File: config.mk
export PLATFORM = sky130hd
export DESIGN_NAME = button_conditioner
export DESIGN_NICKNAME = d
export VERILOG_FILES = /design/src/rtl/button_conditioner.sv
export SDC_FILE = /design/constraint.sdc
export NUM_CORES = 1
export LEC_CHECK = 0
export CAP_MARGIN = 20
export CORE_UTILIZATION = 25
export CTS_CLUSTER_SIZE = 14
export DETAILED_ROUTE_END_ITERATION = 8
export SYNTH_ARGS = -nofsm -noshare
export SYNTH_HDL_FRONTEND = slang
export SYNTH_SLANG_ARGS = --single-unit
File: constraint.sdc
create_clock -name clk_in -period 7.5 [get_ports clk_in]
set_input_delay 1.875 -clock clk_in [delete_from_list [all_inputs] [get_ports clk_in]]
set_output_delay 1.875 -clock clk_in [all_outputs]
set_load 0.03 [all_outputs]
File: src/rtl/button_conditioner.sv
// N-channel button front end: debounce, press pulse, DAS/ARR auto-repeat and press-length
// classification, mode selectable per channel. Define BTN_SYNC_EN to add a 2-flop synchroniser.
module button_conditioner #(
    parameter int unsigned N_BTN           = 5,
    parameter int unsigned DEBOUNCE_CYCLES = 1000000,
    parameter int unsigned DAS_CYCLES      = 10000000,
    parameter int unsigned ARR_CYCLES      = 3000000,
    parameter int unsigned MEDIUM_CYCLES   = 50000000,
    parameter int unsigned LONG_CYCLES     = 150000000
) (
    input  logic               clk_in,
    input  logic               reset_in,
    input  logic [N_BTN-1:0]   btn_in,
    input  logic [2*N_BTN-1:0] mode_in,
    output logic [N_BTN-1:0]   level_out,
    output logic [N_BTN-1:0]   event_out,
    output logic [N_BTN-1:0]   short_out,
    output logic [N_BTN-1:0]   medium_out,
    output logic [N_BTN-1:0]   long_out
);

    localparam int unsigned DCNT_W = $clog2(DEBOUNCE_CYCLES);
    localparam int unsigned H_W    = $clog2(LONG_CYCLES + 1);
    localparam int unsigned R_W    = $clog2(DAS_CYCLES + ARR_CYCLES);

    localparam logic [DCNT_W-1:0] DCNT_LAST = DCNT_W'(DEBOUNCE_CYCLES - 1);
    localparam logic [H_W-1:0]    H_MAX     = H_W'(LONG_CYCLES);
    localparam logic [H_W-1:0]    MED_LAST  = H_W'(MEDIUM_CYCLES - 1);
    localparam logic [R_W-1:0]    R_DAS     = R_W'(DAS_CYCLES);
    localparam logic [R_W-1:0]    R_LAST    = R_W'(DAS_CYCLES + ARR_CYCLES - 1);

    localparam logic [1:0] MODE_PULSE    = 2'b00;
    localparam logic [1:0] MODE_REPEAT   = 2'b01;
    localparam logic [1:0] MODE_CLASSIFY = 2'b10;

    typedef enum logic [1:0] {
        StIdle,
        StHeld,
        StLockout
    } state_e;

    for (genvar i = 0; i < N_BTN; i++) begin : g_chan
        logic              raw;
        logic [1:0]        mode_cur;
        logic              clean_q, clean_d;
        logic [DCNT_W-1:0] dcnt_q, dcnt_d;
        logic [H_W-1:0]    h_q, h_d;
        logic [R_W-1:0]    rcnt_q, rcnt_d;
        state_e            state_q, state_d;
        logic [1:0]        mode_q, mode_d;
        logic              long_done_q, long_done_d;
        logic              first;
        logic              event_q, event_d;
        logic              short_q, short_d;
        logic              medium_q, medium_d;
        logic              long_q, long_d;

        assign mode_cur = mode_in[2*i +: 2];

`ifdef BTN_SYNC_EN
        logic sync1_q, sync2_q;

        always_ff @(posedge clk_in) begin
            if (reset_in) begin
                sync1_q <= 1'b0;
                sync2_q <= 1'b0;
            end else begin
                sync1_q <= btn_in[i];
                sync2_q <= sync1_q;
            end
        end

        assign raw = sync2_q;
`else
        assign raw = btn_in[i];
`endif

        always_comb begin
            clean_d = clean_q;
            dcnt_d  = '0;
            if (raw != clean_q) begin
                if (dcnt_q == DCNT_LAST) begin
                    clean_d = raw;
                end else begin
                    dcnt_d = dcnt_q + 1'b1;
                end
            end
        end

        assign first = clean_d & ~clean_q;

        // rcnt runs 0..DAS, then cycles DAS..DAS+ARR-1 so every return to DAS is a repeat
        always_comb begin
            h_d    = '0;
            rcnt_d = '0;
            if (clean_d && clean_q) begin
                h_d    = (h_q == H_MAX) ? h_q : h_q + 1'b1;
                rcnt_d = (rcnt_q == R_LAST) ? R_DAS : rcnt_q + 1'b1;
            end
        end

        always_comb begin
            state_d = state_q;
            mode_d  = mode_q;
            case (state_q)
                StIdle: begin
                    if (clean_d) begin
                        state_d = StHeld;
                        mode_d  = mode_cur;
                    end
                end
                StHeld: begin
                    if (!clean_d) begin
                        state_d = StIdle;
                    end else if (mode_cur != mode_q) begin
                        state_d = StLockout;
                    end
                end
                StLockout: begin
                    if (!clean_d) begin
                        state_d = StIdle;
                    end
                end
                default: state_d = StIdle;
            endcase
        end

        always_comb begin
            event_d     = 1'b0;
            short_d     = 1'b0;
            medium_d    = 1'b0;
            long_d      = 1'b0;
            long_done_d = 1'b0;
            if (state_d == StHeld) begin
                long_done_d = long_done_q;
                case (mode_d)
                    MODE_PULSE:  event_d = first;
                    MODE_REPEAT: event_d = (rcnt_d == '0) || (rcnt_d == R_DAS);
                    MODE_CLASSIFY: begin
                        long_d      = (h_d == H_MAX) && !long_done_q;
                        long_done_d = long_done_q | long_d;
                    end
                    default: ;
                endcase
            end
            // Release of a normal hold: h_q is the last high cycle's count, so H = h_q + 1
            if (state_q == StHeld && !clean_d && mode_q == MODE_CLASSIFY && !long_done_q) begin
                if (h_q < MED_LAST) begin
                    short_d = 1'b1;
                end else begin
                    medium_d = 1'b1;
                end
            end
        end

        always_ff @(posedge clk_in) begin
            if (reset_in) begin
                clean_q     <= 1'b0;
                dcnt_q      <= '0;
                h_q         <= '0;
                rcnt_q      <= '0;
                state_q     <= StIdle;
                mode_q      <= MODE_PULSE;
                long_done_q <= 1'b0;
                event_q     <= 1'b0;
                short_q     <= 1'b0;
                medium_q    <= 1'b0;
                long_q      <= 1'b0;
            end else begin
                clean_q     <= clean_d;
                dcnt_q      <= dcnt_d;
                h_q         <= h_d;
                rcnt_q      <= rcnt_d;
                state_q     <= state_d;
                mode_q      <= mode_d;
                long_done_q <= long_done_d;
                event_q     <= event_d;
                short_q     <= short_d;
                medium_q    <= medium_d;
                long_q      <= long_d;
            end
        end

        assign level_out[i]  = clean_q;
        assign event_out[i]  = event_q;
        assign short_out[i]  = short_q;
        assign medium_out[i] = medium_q;
        assign long_out[i]   = long_q;
    end

endmodule

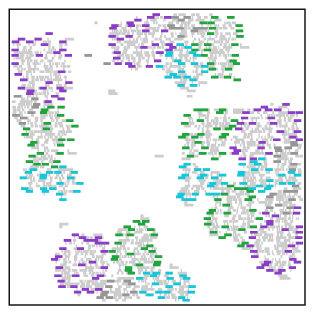
Run 1: sequential cells grouped by signal name
Scale: 1 px per um. Other sequential cells in the stronger gray, the rest of the logic in the fainter gray.
| name in the netlist | color | placed flops | where |
|---|---|---|---|
| g_chan.rcnt_q | green | 120 | all over the die |
| g_chan.h_q | purple | 140 | all over the die |
| g_chan.dcnt_q | cyan | 100 | all over the die |
not colored: 50
sequential cell power: 0.00218 W
Register Area: 0.00821 mm^2
final core utilization: 28.9%
sequential share of cell area: 33.8%

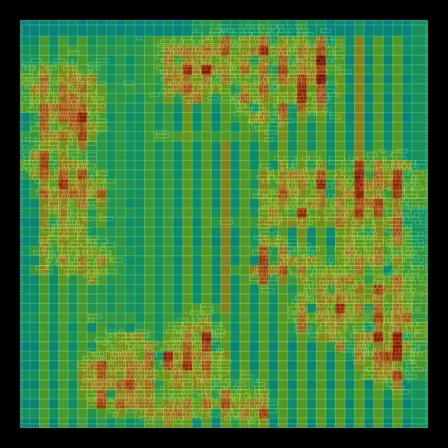
Run 1: routing congestion map
met2 usage: 16.5%
met1 Use GR: 14.2%
Tot GR Track Use: 10.4%

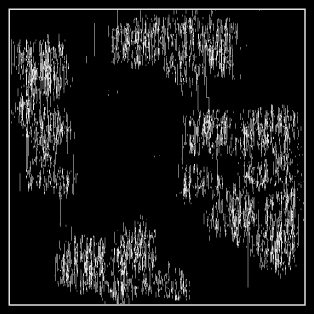
Run 1: metal 2
Scale: 1 px per um.
share of all routed wire: 43%
nets with wire on the layer: 2,070
longest straight run: 76.8 um
main direction: vertical
Vias: 17.2k
drt total wl: 45.1 mm

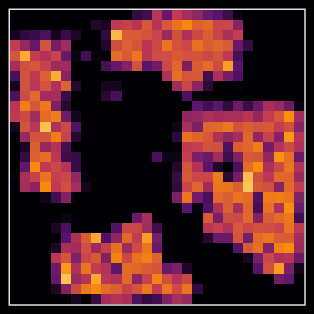
Run 1: cell density map
Scale: 1 px per um. The die is cut into 29 by 29 equal tiles; black is low, pale yellow is high, 0 to 100% covered.
densest ninth of the die: east
tiles over 75% full: 2.0%
mean over tiles: 26%
Core Region: 0.0841 mm^2
FP Util: 25.4%

==> results.toml, run 1 <==
# physical design summary
[power_and_ir_drop]
p_int_w = 0.00373
cellPowerDensity_mw_per_mm2 = 197
total_power_w = 0.00479
p_sw_w = 0.00106
leakage_nw = 7.59
clkPwrFrac_pct = 53.6
p_comb_share_pct = 0.8

[synthesis]
mux_area_share_pct = 1.82
synth_warnings = 0
ys_seq_share_pct = 38.4
async_flop_share_pct = 0
synth.area.top_cells = "dfxtp_1, nor2_1, xor2_1, xnor2_1, nand3_1"
yosys.area_share.simple_pct = 33.3
yosysTopAreaCell = "dfxtp_1"
ys_types = 81
synth_top_area_share_pct = 38.4
ys_top_logic_family = "simple AND/OR/NAND/NOR gates"

[cells_and_area]
synthToLayoutAreaGrowth_pct = 13.7
drive_gt1_share_pct = 5.44

[setup_path]
worstPathCellList = "clkdlybuf4s50_1, o41ai_1, buf_4, or2_2, nand2b_1, nor2_1"
worstRegToRegCells = 8
critPathLaunchType = "input pin"
slowest_stage = "or2_2"
max_stage_delay_ns = 0.58
arrival_ns = 4.26

[job]
maxCapViolCount = 0
warnings = 31

[clock_network]
cts_inserted_buffers = 52
worstSkewPairLatency_ns = 0.60
cts_tree = "yes"

[route]
first_pass_iters = 5
ant_nets = 0
drtIter0Drc = 795
drc = 0

[sta]
finClkSkew_ns = 0.0181
final.min_clock_period_ns = 3.81
rsz0062_at_grt = "no"
setup-violations-final = 0

[placed_design]
dp_hpwl_mm = 31.0
io_buffers = 41
dp_cells = 3649

[die]
fp-row-count = 106
die_area_mm2 = 0.0866
pin_count = 42

[hold_path]
holdCritPathClass = "reg2reg"

[status]
outcome = "completed"

[global_route]
antenna_found_initial = 0
run 1: area by class of cell:
| class | count | share of cell area (%) |
|---|---|---|
| clock buffers | 66 | 5.90 |
| multi-input cells | 2009 | 50.4 |
| clock inverters | 31 | 1.43 |
| inverters | 50 | 0.773 |
| flip-flops and latches | 410 | 33.8 |
| diodes | 1 | 0.0103 |
| repair buffers | 46 | 1.82 |
| well taps | 1134 | 5.84 |
run 1: power groups by stage:
stage	Sequential, W	Clock (W)	Combinational (W)
2_1_floorplan	0.00223	0	0.0000196
3_3_place_gp	0.00223	0	0.0000383
3_5_place_dp	0.00223	0	0.0000387
4_1_cts	0.00218	0.00268	0.0000388
5_1_grt	0.00218	0.00276	0.0000420
6_report	0.00218	0.00257	0.0000380
run 1: sequential cells by signal, summed over array words and instances (netlist names):
| name | flops |
|---|---|
| g_chan.h_q | 140 |
| g_chan.rcnt_q | 120 |
| g_chan.dcnt_q | 100 |
| g_chan.mode_q | 10 |
| g_chan.state_q | 10 |
| g_chan.clean_q | 5 |
| g_chan.event_q | 5 |
| g_chan.long_done_q | 5 |
| g_chan.long_q | 5 |
| g_chan.medium_q | 5 |
| g_chan.short_q | 5 |
run 1: placed cells by master, fill, tap and decap left out, types with 52 or more instances in the layout:
cell       count
and3_1        61
clkbuf_16     52
dfxtp_1      410
nand2_1      188
nand3_1      163
nand4_1      106
nor2_1       501
nor3_1        80
xnor2_1      180
xor2_1       181
run 1: final timing paths:
| path | startpoint | end | slack, ns |
|---|---|---|---|
| setup / recovery | btn_in[2] | g_chan[2].rcnt_q[21]$_SDFF_PP0_ | 3.69 |
| hold / removal | g_chan[1].long_done_q$_SDFFE_PP0N_ | g_chan[1].long_q$_SDFF_PP0_ | 0.43 |
| setup reg to reg | g_chan[0].h_q[2]$_SDFF_PP0_ | g_chan[0].long_q$_SDFF_PP0_ | 4.19 |
| hold reg to reg | g_chan[1].long_done_q$_SDFFE_PP0N_ | g_chan[1].long_q$_SDFF_PP0_ | 0.43 |
run 1: cell families after synthesis:
logic type / Yosys count
xor+xnor: 361
flops: 410
fa+ha+maj: 21
compound gates: 208
buf+inv: 206
mux: 38
simple gates: 1381
run 1: stage by stage:
step	worst slack (ns)	hold slack, ns	instance area [um^2]
finish	3.69	0.427	24300
global route	3.51	0.453	24300
CTS	3.69	0.433	24300
detailed placement	3.05	0.429	22500
global placement	3.12	0.428	22500
floorplan	3.89	0.406	21400
run 1: metal layers:
| metal | vias up | part of all wire, % |
|---|---|---|
| li1 | 8977 | - |
| met1 | 7973 | 51 |
| met2 | 204 | 43 |
| met3 | 69 | 3.5 |
| met4 | 0 | 2.5 |
| met5 | - | 0 |
Run 1, cell sizes after repair:
Scale: 1.5 px per um.
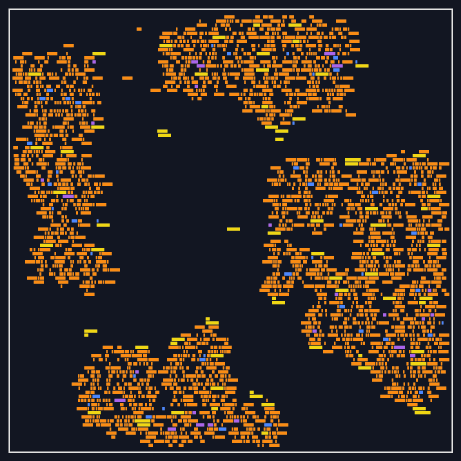

--- run 2 (diff from run 1) ---
==> constraint.sdc (replaced) <==
create_clock -name clk_in -period 3.6 [get_ports clk_in]
set_input_delay 0.9 -clock clk_in [delete_from_list [all_inputs] [get_ports clk_in]]
set_output_delay 0.9 -clock clk_in [all_outputs]
set_load 0.03 [all_outputs]
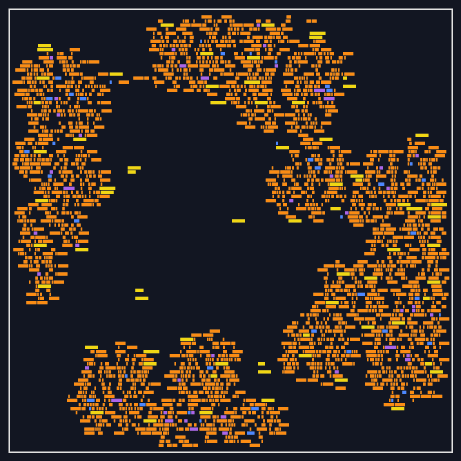
Run 2: cell sizes after repair
Scale: 1.5 px per um.
| size | color | cells | share | most used |
|---|---|---|---|---|
| drive 3 to 4 | purple | 42 | 1.6% | buf_4 |
| drive 1 or less | orange | 2,472 | 94% | nor2_1 |
| drive 2 | blue | 41 | 1.6% | nor4_2 |
| drive 6 and up | yellow | 70 | 2.7% | clkbuf_16 |
final worst slack: 0.570 ns
design area: 0.0244 mm^2

==> run 2 against run 1 <==
Sequential share of layout area decreased by 0.21 points. Worst hold slack improved by 0.0084 ns. Sequential cell count unchanged. Non-clock buffer count increased by 17. Largest cell class unchanged. Synthesized cell count unchanged. Sequential power increased by 110%. Design area increased by 0.62%. Global-route usage decreased by 0.068 points. Via count increased by 0.81%.
==> results.toml, run 2 <==
# physical design summary
[synthesis]
ys_seq_share_pct = 38.4
synth_top_area_share_pct = 38.4
synth.area.top_cells = "dfxtp_1, nor2_1, xor2_1, xnor2_1, nand3_1"

[cells_and_area]
drive_gt1_share_pct = 5.83
regMostFlops = "g_chan.h_q"
top_regs = "g_chan.h_q x140, g_chan.rcnt_q x120, g_chan.dcnt_q x100"
lay_top_count = "nor2_1"

[setup_path]
worstSetupStartpoint = "g_chan[3].dcnt_q[0]$_SDFF_PP0_"
regToRegSetupSlack_ns = 0.57
worstRegToRegCells = 10
r2r-end = "g_chan[3].long_q$_SDFF_PP0_"

[sta]
rsz0062_at_grt = "no"
final.min_clock_period_ns = 3.03
setup-violations-final = 0
holdWs_ns = 0.436

[status]
outcome = "completed"

[die]
die_area_mm2 = 0.0866

[global_route]
antenna_found_initial = 1
met1_usage_pct = 13.9
grt_use_met2_pct = 16.2

[job]
warnings = 31

[placed_design]
dp_hpwl_mm = 31.6

[route]
ant_nets = 0

[power_and_ir_drop]
cellPowerDensity_mw_per_mm2 = 411
==> run 2: cell counts after synthesis <==
Identical to the previous run, type by type.
==> run 2: worst min path at each step <==
| stage | endpoint | start | slack, ns | cells after the start |
|---|---|---|---|---|
| finish | g_chan[1].long_q$_SDFF_PP0_ | g_chan[1].long_done_q$_SDFFE_PP0N_ | 0.44 | 1 |
| global route | g_chan[1].long_q$_SDFF_PP0_ | g_chan[1].long_done_q$_SDFFE_PP0N_ | 0.45 | 1 |
| floorplan | g_chan[1].long_q$_SDFF_PP0_ | g_chan[1].long_done_q$_SDFFE_PP0N_ | 0.41 | 1 |
| global placement | g_chan[1].long_q$_SDFF_PP0_ | g_chan[1].long_done_q$_SDFFE_PP0N_ | 0.42 | 1 |
| detailed placement | g_chan[1].long_q$_SDFF_PP0_ | g_chan[1].long_done_q$_SDFFE_PP0N_ | 0.43 | 1 |
| CTS | g_chan[1].long_q$_SDFF_PP0_ | g_chan[1].long_done_q$_SDFFE_PP0N_ | 0.44 | 1 |
==> run 2: metrics by stage <==
step / utilization, % / setup slack, ns / power [W] / area (um^2) / instances
detailed placement: 26.9 / 0.329 / 0.00473 / 22600 / 3666
global placement: 26.9 / 0.243 / 0.00473 / 22600 / 3666
global route: 29.1 / 0.258 / 0.0104 / 24400 / 3759
floorplan: - / 0.913 / 0.00469 / 21400 / 2625
CTS: 29.1 / 0.563 / 0.0103 / 24400 / 3759
finish: 29.1 / 0.570 / 0.0101 / 24400 / 3760
==> run 2: per-layer routing <==
layer,share of wire [%],up-vias,routed length [um]
li1,-,8995,-
met1,50,8021,22500
met2,43,258,19500
met3,4.5,89,2020
met4,2.7,0,1210
met5,0,-,0
==> run 2: critical path: stages, from the launching register on <==
cell	delay, ns
dfxtp_1	0.37
ha_1	0.21
and4_1	0.25
nand2_1	0.08
nand4b_2	0.32
mux2i_1	0.44
nor3_2	0.11
mux2i_1	0.17
or3b_1	0.38
or4_1	0.53
nor2_1	0.11
==> run 2: final cells by class <==
class / instances / area, um^2 / share of cell area, %
multi-input cells: 2009 / 12200 / 50.1
flip-flops and latches: 410 / 8210 / 33.6
well taps: 1134 / 1420 / 5.81
clock buffers: 66 / 1400 / 5.74
repair buffers: 63 / 583 / 2.39
clock inverters: 27 / 389 / 1.59
inverters: 50 / 188 / 0.768
diodes: 1 / 2.50 / 0.0102
==> run 2: logic make-up after synthesis <==
group / share of synthesized area, %
xor+xnor: 14.8
simple gates: 33.3
fa+ha+maj: 1.22
mux: 1.82
buf+inv: 4.26
flops: 38.4
compound gates: 6.23
==> run 2: report_power, final <==
group | switching [W] | internal, W
clock | 0.00209 | 0.00333
sequential | 0.00000468 | 0.00454
combinational | 0.0000502 | 0.0000302
Run 2, sequential cells grouped by signal name:
Scale: 1 px per um. Other sequential cells in the stronger gray, the rest of the logic in the fainter gray.
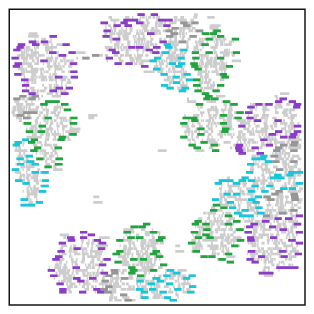

--- run 3 (diff from run 2) ---
==> constraint.sdc (replaced) <==
create_clock -name clk_in -period 2.9 [get_ports clk_in]
set_input_delay 0.725 -clock clk_in [delete_from_list [all_inputs] [get_ports clk_in]]
set_output_delay 0.725 -clock clk_in [all_outputs]
set_load 0.03 [all_outputs]
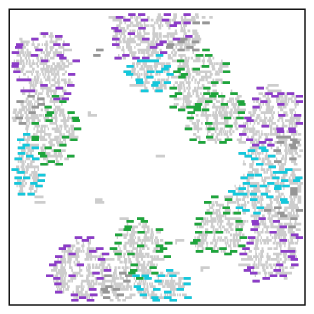
Run 3: sequential cells grouped by signal name
Scale: 1 px per um. Other sequential cells in the stronger gray, the rest of the logic in the fainter gray.
| name in the netlist | color | placed flops |
|---|---|---|
| g_chan.h_q | purple | 140 |
| g_chan.dcnt_q | cyan | 100 |
| g_chan.rcnt_q | green | 120 |
sequential cell power: 0.00565 W
final core utilization: 30.2%
Register Area: 0.00821 mm^2
sequential share of cell area: 32.4%

==> run 3 against run 2 <==
Synthesized cell count stayed put. Worst setup slack got worse by 0.43 ns. Sequential share of layout area decreased by 1.2 points. Wire length up 4.1%. Utilization is 1.1 points higher. Largest cell class unchanged. Cell count is 3.0% higher. Worst hold slack worse by 0.0051 ns.
==> results.toml, run 3 <==
# physical design summary
[status]
outcome = "completed"

[setup_path]
r2r-end = "g_chan[3].long_q$_SDFF_PP0_"
worstRegToRegCells = 8
crit_type = "reg2reg"
regToRegSetupSlack_ns = 0.14

[job]
warnings = 32

[cells_and_area]
lay_top_count = "nor2_1"
drive_gt1_share_pct = 10.4
final_cell_area_mm2 = 0.0254
diodes = 0
combGateArea_mm2 = 0.0123
top_regs = "g_chan.h_q x140, g_chan.rcnt_q x120, g_chan.dcnt_q x100"

[global_route]
antenna_found_initial = 1

[synthesis]
synth_area_mm2 = 0.0214
ys_seq_share_pct = 38.4
synth_top_area_share_pct = 38.4
synth.area.top_cells = "dfxtp_1, nor2_1, xor2_1, xnor2_1, nand3_1"

[die]
pin_count = 42
die_area_mm2 = 0.0866

[placed_design]
dp_hpwl_mm = 33.1
place_area_mm2 = 0.0235

[sta]
rsz0062_at_grt = "yes"
final.min_clock_period_ns = 2.76
holdWs_ns = 0.431
setup-violations-final = 0

[power_and_ir_drop]
total_power_w = 0.0123
cellPowerDensity_mw_per_mm2 = 486

[hold_path]
whs_path_depth = 1
worstHoldStart = "g_chan[3].dcnt_q[0]$_SDFF_PP0_"
min_to = "g_chan[3].dcnt_q[0]$_SDFF_PP0_"

[route]
ant_nets = 0
run 3: cell counts after synthesis:
Identical to the previous run, type by type.
run 3: how the worst max path moves through the flow:
stage / startpoint / end / slack (ns) / depth (start not counted)
final: g_chan[3].dcnt_q[10]$_SDFF_PP0_ / g_chan[3].long_q$_SDFF_PP0_ / 0.14 / 8
after global placement: mode_in[1] / g_chan[0].long_q$_SDFF_PP0_ / -0.12 / 9
after CTS: g_chan[3].dcnt_q[0]$_SDFF_PP0_ / g_chan[3].long_q$_SDFF_PP0_ / 0.1 / 10
after floorplan: g_chan[3].dcnt_q[0]$_SDFF_PP0_ / g_chan[3].long_q$_SDFF_PP0_ / 0.21 / 10
after global routing: g_chan[1].dcnt_q[0]$_SDFF_PP0_ / g_chan[1].long_q$_SDFF_PP0_ / -0.04 / 11
after detailed placement: mode_in[0] / g_chan[0].long_q$_SDFF_PP0_ / -0.11 / 9
run 3: repair_timing:
item / 4_1_cts / 5_1_grt
setup endpoints to repair: 0 / 10
setup buffers: 0 / 2
gates resized: 0 / 20
run 3: worst max-delay path, stage by stage (launching register included):
cell      delay [ns]
dfxtp_1         0.37
nor4_1          0.53
nand4b_4        0.20
mux2i_2         0.20
nor3_2          0.25
mux2i_1         0.14
or3b_1          0.39
or4_1           0.52
nor2_1          0.10
run 3: through the flow:
stage | setup slack, ns | cells
global route | -0.0370 | 3874
finish | 0.144 | 3874
CTS | 0.0956 | 3872
global placement | -0.121 | 3780
detailed placement | -0.107 | 3780
floorplan | 0.213 | 2625
run 3: routing by layer:
layer | GRT usage, % | share of wire, %
met5 | 0 | 0
met4 | 3.57 | 2.4
met3 | 1.76 | 3.5
met2 | 17.3 | 44
met1 | 14.5 | 50
run 3: power breakdown:
part	switching, W	internal [W]	total (W)
Sequential	0.00000587	0.00564	0.00565
Clock	0.00258	0.00399	0.00656
Combinational	0.0000663	0.0000473	0.000114
Total	0.00265	0.00968	0.0123
run 3: final cells by class:
| class | instances | area share (%) |
|---|---|---|
| Timing Repair Buffer | 179 | 5.88 |
| Clock inverter | 28 | 1.40 |
| Sequential cell | 410 | 32.4 |
| Clock buffer | 64 | 5.42 |
| Tap cell | 1134 | 5.59 |
| Multi-Input combinational cell | 2009 | 48.6 |
| Inverter | 50 | 0.740 |
run 3: cell families after synthesis:
logic type | after synthesis | share of synthesized area, %
AOI/OAI and AO/OA | 208 | 6.23
xor gates and xnor gates | 361 | 14.8
adders and majority gates | 21 | 1.22
buffers and inverters | 206 | 4.26
muxes | 38 | 1.82
and+or+nand+nor | 1381 | 33.3
DFF | 410 | 38.4
Power figures rest on the tool's default switching activity, not on a simulated workload.
